**Cell classes on the final placement**

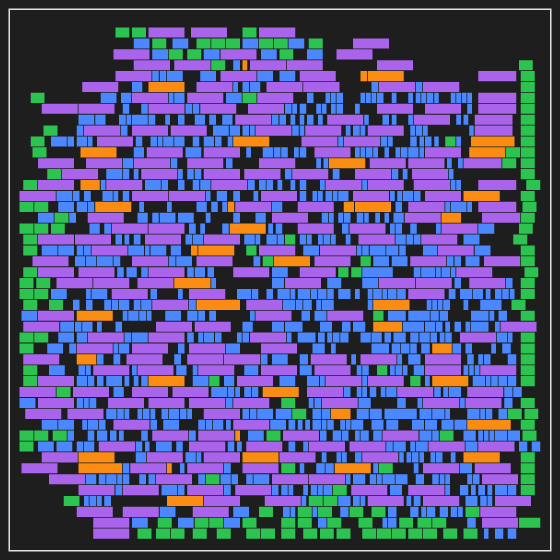
**Wire density map**

Scale bar: 50 um. 27 x 27 tiles, from dark blue (low) to red (high), scaled to the fullest tile. Values are wire area over tile area, all layers added.
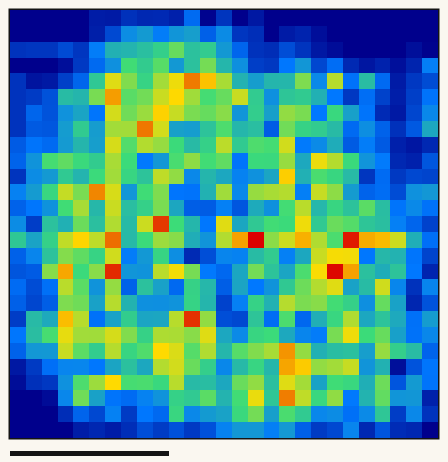
$ cat src/rtl/mem2dp_link.sv
// mem2dp_link: bridges a memory request/response port onto a lane-serial debug-port link,
// with ack timeout, NAK retry and read parity checking.
module mem2dp_link #(
    parameter int N_DW        = 32,
    parameter int N_LANE      = 8,
    parameter int ACK_TIMEOUT = 16,
    parameter int MAX_RETRY   = 2
) (
    input  logic              dp_clk_i,
    input  logic              dp_rstn_i,
    input  logic              mem_req_valid,
    output logic              mem_req_ready,
    input  logic              mem_req_type,
    input  logic [N_DW-1:0]   mem_req_addr,
    input  logic [N_DW-1:0]   mem_req_data,
    input  logic [N_DW/8-1:0] mem_req_mask,
    output logic              mem_resp_valid,
    input  logic              mem_resp_ready,
    output logic [N_DW-1:0]   mem_resp_data,
    output logic              mem_resp_err,
    output logic [N_LANE-1:0] dp_dat_o,
    output logic [N_LANE-1:0] dp_dat_oen,
    input  logic [N_LANE-1:0] dp_dat_i,
    output logic              dp_busy_o
);
    localparam int BEATS = N_DW / N_LANE;
    localparam int TW = $clog2(ACK_TIMEOUT + 1);
    localparam int RW = MAX_RETRY < 1 ? 1 : $clog2(MAX_RETRY + 1);
    localparam logic [7:0] RD_LAST  = 8'(2 * BEATS);
    localparam logic [7:0] WR_LAST  = 8'(3 * BEATS);
    localparam logic [7:0] RCV_LAST = 8'(BEATS - 1);

    typedef enum logic [2:0] {IDLE, SEND, TURN, WAIT_START, ACK, RCV, PARITY, RESP} state_t;
    state_t state, nxt;

    logic              q_type;
    logic [N_DW/8-1:0] q_mask;
    logic [N_DW-1:0]   q_addr, q_data, rbuf;
    logic [3*N_DW-1:0] sh;
    logic [7:0]        cnt;
    logic [TW-1:0]     tmr;
    logic [RW-1:0]     retry;
    logic              err;
    logic [1:0]        ack_code;
    logic              accept, frame_done, rcv_done, timeout, ack_ok, ack_nak, retry_ok;
    logic [N_LANE-1:0] dat_d, oen_d;

    if (N_LANE == 1) begin : g_one
        assign ack_code = {1'b0, dp_dat_i[0]};
    end else begin : g_multi
        assign ack_code = dp_dat_i[1:0];
    end

    assign accept     = state == IDLE && mem_req_valid && dp_rstn_i;
    assign frame_done = cnt == (q_type ? WR_LAST : RD_LAST);
    assign rcv_done   = cnt == RCV_LAST;
    assign timeout    = state == WAIT_START && dp_dat_i[0] && tmr == TW'(1);
    assign ack_ok     = ack_code == 2'b01;
    assign ack_nak    = ack_code == 2'b10;
    assign retry_ok   = retry < RW'(MAX_RETRY);

    assign mem_req_ready  = accept;
    assign mem_resp_valid = state == RESP;
    assign mem_resp_err   = state == RESP && err;
    assign mem_resp_data  = (state == RESP && !err) ? rbuf : '1;
    assign dp_busy_o      = state != IDLE;

    always_ff @(posedge dp_clk_i or negedge dp_rstn_i) begin
        if (!dp_rstn_i) state <= IDLE;
        else state <= nxt;
    end

    always_comb begin
        nxt = state;
        case (state)
            IDLE:       nxt = accept ? SEND : IDLE;
            SEND:       nxt = frame_done ? TURN : SEND;
            TURN:       nxt = WAIT_START;
            WAIT_START: nxt = !dp_dat_i[0] ? ACK : timeout ? (retry_ok ? SEND : RESP) : WAIT_START;
            ACK:        nxt = ack_ok ? (q_type ? RESP : RCV) : (ack_nak && retry_ok) ? SEND : RESP;
            RCV:        nxt = rcv_done ? PARITY : RCV;
            PARITY:     nxt = RESP;
            RESP:       nxt = mem_resp_ready ? IDLE : RESP;
            default:    nxt = IDLE;
        endcase
    end

    // Lane drive is registered: the value computed here appears in the cycle nxt is entered.
    always_comb begin
        dat_d = '1;
        oen_d = '1;
        if (nxt == SEND) begin
            dat_d = state == SEND ? sh[N_LANE-1:0] : '0;
            oen_d = '0;
        end
    end

    always_ff @(posedge dp_clk_i or negedge dp_rstn_i) begin
        if (!dp_rstn_i) begin
            dp_dat_o   <= '1;
            dp_dat_oen <= '1;
            q_type     <= 1'b0;
            q_mask     <= '0;
            q_addr     <= '0;
            q_data     <= '0;
            rbuf       <= '0;
            sh         <= '0;
            cnt        <= '0;
            tmr        <= '0;
            retry      <= '0;
            err        <= 1'b0;
        end else begin
            dp_dat_o   <= dat_d;
            dp_dat_oen <= oen_d;
            if (accept) begin
                q_type <= mem_req_type;
                q_mask <= mem_req_mask;
                q_addr <= mem_req_addr;
                q_data <= mem_req_data;
                rbuf   <= '0;
                retry  <= '0;
                err    <= 1'b0;
            end
            if (nxt == SEND && state != SEND) begin
                sh  <= accept ? {mem_req_data, mem_req_addr, mem_req_type, {(N_DW-1-N_DW/8){1'b0}}, mem_req_mask}
                              : {q_data, q_addr, q_type, {(N_DW-1-N_DW/8){1'b0}}, q_mask};
                cnt <= '0;
                if (state != IDLE) retry <= retry + RW'(1);
            end else if (state == SEND) begin
                sh  <= sh >> N_LANE;
                cnt <= cnt + 8'd1;
            end else if (state == ACK) begin
                cnt <= '0;
            end else if (state == RCV) begin
                rbuf <= (rbuf >> N_LANE) | (N_DW'(dp_dat_i) << (N_DW - N_LANE));
                cnt  <= cnt + 8'd1;
            end
            if (state == TURN) tmr <= TW'(ACK_TIMEOUT);
            else if (state == WAIT_START) tmr <= tmr - TW'(1);
            if (timeout && !retry_ok) err <= 1'b1;
            if (state == ACK && !ack_ok && !(ack_nak && retry_ok)) err <= 1'b1;
            if (state == PARITY && dp_dat_i[0] != ^rbuf) err <= 1'b1;
        end
    end
endmodule

$ cat config.mk
export PLATFORM = sky130hd
export DESIGN_NAME = mem2dp_link
export DESIGN_NICKNAME = d
export VERILOG_FILES = /design/src/rtl/mem2dp_link.sv
export SDC_FILE = /design/constraint.sdc
export NUM_CORES = 1
export LEC_CHECK = 0
export CAP_MARGIN = 10
export CORE_MARGIN = 2
export CORE_UTILIZATION = 60
export DETAILED_ROUTE_END_ITERATION = 8
export GPL_ROUTABILITY_DRIVEN = 0
export HOLD_SLACK_MARGIN = 0.03
export PLACE_DENSITY = 0.86
export SLEW_MARGIN = 25
export SYNTH_ARGS = -nofsm -noshare
export SYNTH_HDL_FRONTEND = slang
export SYNTH_SLANG_ARGS = --single-unit
export TNS_END_PERCENT = 100
$ cat constraint.sdc
create_clock -name dp_clk_i -period 7.8 [get_ports dp_clk_i]
set_clock_uncertainty 0.15 [all_clocks]
set_input_delay 0.78 -clock dp_clk_i [delete_from_list [all_inputs] [get_ports dp_clk_i]]
set_output_delay 0.78 -clock dp_clk_i [all_outputs]
set_load 0.05 [all_outputs]
==> GITHUB_STEP_SUMMARY <==
## PnR job results

| Metric | Value |
|---|---|
| Status | `complete, no violations` |
| Die span in x | `135 um` |
| Area of the die | `18,200 um2` |
| Gr ovfl total | `0` |
| Clk ins delay skew pair | `0.52 ns` |
| Flops out of synthesis | `225` |
| Synth top cell by count | `dfrtp_1` |
| # DRC | `0` |
| Yosys xor share | `3.29%` |
| Tot GR Track Use | `24.7%` |
| Startpoint type of the worst setup path | `flop` |
| Detail Placement HPWL | `13.6 mm` |
| Non-clock buffer total of the final layout | `144` |
| MUX area fraction | `7.87%` |
| RSZ-0062 raised after global routing | `no` |
| Layout clock area frac | `6.60%` |
| Synth logic family | `simple AND/OR/NAND/NOR gates` |
| First-pass GRT wire length | `36.8 mm` |
| Top FF cell, synth | `dfrtp_1` |
| Fmax | `236 MHz` |
| Routed WL | `22.3 mm` |
| Register-to-register setup slack | `4.15 ns` |
| Yosys simple share | `16.3%` |
| Synth warn | `0` |
| Post-synth ARST share | `100%` |
| Mapped Cells | `1,010` |
| Detailed-route vias per instance | `5.79` |
| Mean Syn Cell Area | `10.2 um2` |
| Vias | `7,701` |
| MI comb cells | `691` |
| Nets@finish | `1,180` |
| Final setup violation count | `0` |
| # rows | `47` |
| Worst Path Buf+Inv | `2` |
| Seq cells | `225` |
| Fillers | `1,186` |
| Chip height | `135 um` |
| Leakage | `5.16 nW` |
| Max rail drop VDD | `0.351 mV` |
| CTS tree | `done` |
| Number of cells in Yosys stat | `1,010` |
| Post-CTS Setup Bufs | `0` |
| Root Buffer | `clkbuf_16` |
| Period minus WS final | `4.24 ns` |
| Synth Seq Share | `54.9%` |
| Post-layout period usage | `54.3%` |
| Area-dominant class | `registers` |
| DRT Pass-1 Iters | `5` |
| Share of cells above drive strength 1 | `16.4%` |
| Vias in the first global route | `7,324` |
| Net Count, Synth | `1,095` |
| Clock buffer count in the final layout | `31` |
| Clock slew at reported path FFs | `0.07 ns` |
| Clock Sink Count | `225` |
| Critical path's slowest cell | `clkdlybuf4s50_1` |
| H-Tree Depth | `1` |
| Comb gate area | `4210 um2` |
| Worst Path Required | `6.87 ns` |
| Synth area leaders | `dfrtp_1, mux2_2, nand2_1` |
| Netlist cell types | `49` |
| Inverters | `10` |
| Worst hold path class | `primary input to async pin` |
| Post-synth EDFFs | `0` |
| Input/output buffers | `132` |
| Max-slew headroom | `44.8%` |
| Final Hold Viols | `0` |
| Clock Tree Buf Depth | `3` |
| Adder Area Share | `0.487%` |
| Post-CTS sizing | `0` |
| Setup crit end kind | `output port` |
| CP Data Arrival Time | `3.31 ns` |
| Layout area overhead | `20.8%` |
| N_diodes | `0` |
| CTS Hold Bufs | `0` |
| Top cell excl fill/tap | `dfrtp_1` |
| Max_cap viols | `0` |
| Comb area share | `33.9%` |
| Aoi share | `12.9%` |
| Total power divided by cell area | `494 nW/um2` |
| Critical path fanouts, max | `50` |
| Worst Tran Pin Value | `0.828 ns` |
| Largest net degree at the start of global routing | `92` |
| Top cells excl fill/tap | `dfrtp_1, nand2_1, clkdlybuf4s50_1, nor3_1, a21oi_1` |
| CTS buffer count | `23` |
| Initial antenna violation count | `0` |
| Post-synth top cells | `dfrtp_1, nand2_1, nor3_1` |
| Post-route ant nets | `0` |
| Area leader, netlist | `dfrtp_1` |
| CP Cell Sequence | `or2_2, nor2_1, nand3_1, clkinv_2, clkdlybuf4s50_1` |
| Tool warnings | `28` |
| Register area | `5640 um2` |
| CP Class | `flop to output port` |
| Synth top area share | `52.6%` |
| TNS Setup | `0 ns` |
| CP peak stage delay | `0.92 ns` |
| Detailed Route Iter0 Violations | `693` |
| Yosys stat area | `10,300 um2` |
| Routed len/inst | `16.7 um` |
| Max Slew Vio Count | `0` |
| Fp util | `61.7%` |
| IO Pins | `133` |
| Tapcell count | `220` |
| Crit-path leading delay family | `buffers and inverters` |
Notes on 'cell classes on the final placement' above:
| class | colour | cells |
|---|---|---|
| sequential cells | purple | 225 |
| combinational and other logic | blue | 701 |
| clock drivers and dummy loads | orange | 40 |
| remaining buffers and delay cells | green | 144 |
fin util: 74.5%
core footprint: 16,600 um2
Seq area share: 45.5%
final non-filler cell area: 12,400 um2

Notes on 'wire density map' above:
fullest tile: 0.53
nearly empty tiles: 6.7%
mean over tiles: 0.20

power breakdown:
part / internal [mW] / total [mW] / switching, mW / leakage (nW)
Combinational: 1.13 / 2.90 / 1.77 / 1.95
Clock: 0.724 / 1.18 / 0.452 / 0.401
Sequential: 1.74 / 2.05 / 0.306 / 2.81
path summary, 6_finish.rpt:
path / start / to / depth (start not counted)
worst min-delay path: dp_rstn_i / rbuf[12] / 1
worst min register to register: sh[83] / sh[75] / 2
worst max register to register: state[1] / sh[33] / 8
max in group asynchronous: dp_rstn_i / q_addr[3] / 2
min in group dp_clk_i: sh[83] / sh[75] / 2
worst max-delay path: state[1] / mem_req_ready / 5
layer usage:
metal	wire length [um]	vias up	part of all wire, %	global-route usage, %
met5	0	-	0	0
met4	512	0	2.3	7.08
met3	1210	44	5.4	3.72
met2	10400	245	47	37.8
met1	10100	3770	45	37.2
li1	-	3642	-	-
flip-flops by register name, indices dropped and copies added, names as in the netlist:
| signal | flops |
|---|---|
| dp_dat_oen | 1 |
| tmr | 5 |
| rbuf | 32 |
| retry | 2 |
| err | 1 |
| dp_dat_o | 8 |
| cnt | 8 |
| state | 3 |
| q_addr | 32 |
| sh | 96 |
| q_type | 1 |
| q_mask | 4 |
| q_data | 32 |
stage by stage:
stage | instances | worst slack (ns) | area (um2) | power [mW] | hold slack [ns]
final | 1330 | 3.56 | 12400 | 6.13 | 0.119
after global routing | 1330 | 3.39 | 12400 | 6.55 | 0.183
after CTS | 1330 | 3.58 | 12400 | 6.14 | 0.153
after detailed placement | 1290 | 3.75 | 11600 | 4.94 | 0.315
after global placement | 1290 | 3.75 | 11600 | 4.84 | 0.306
after floorplan | 1010 | 4.74 | 10300 | 4.33 | 0.295
Power is estimated from default activity; no workload was simulated.
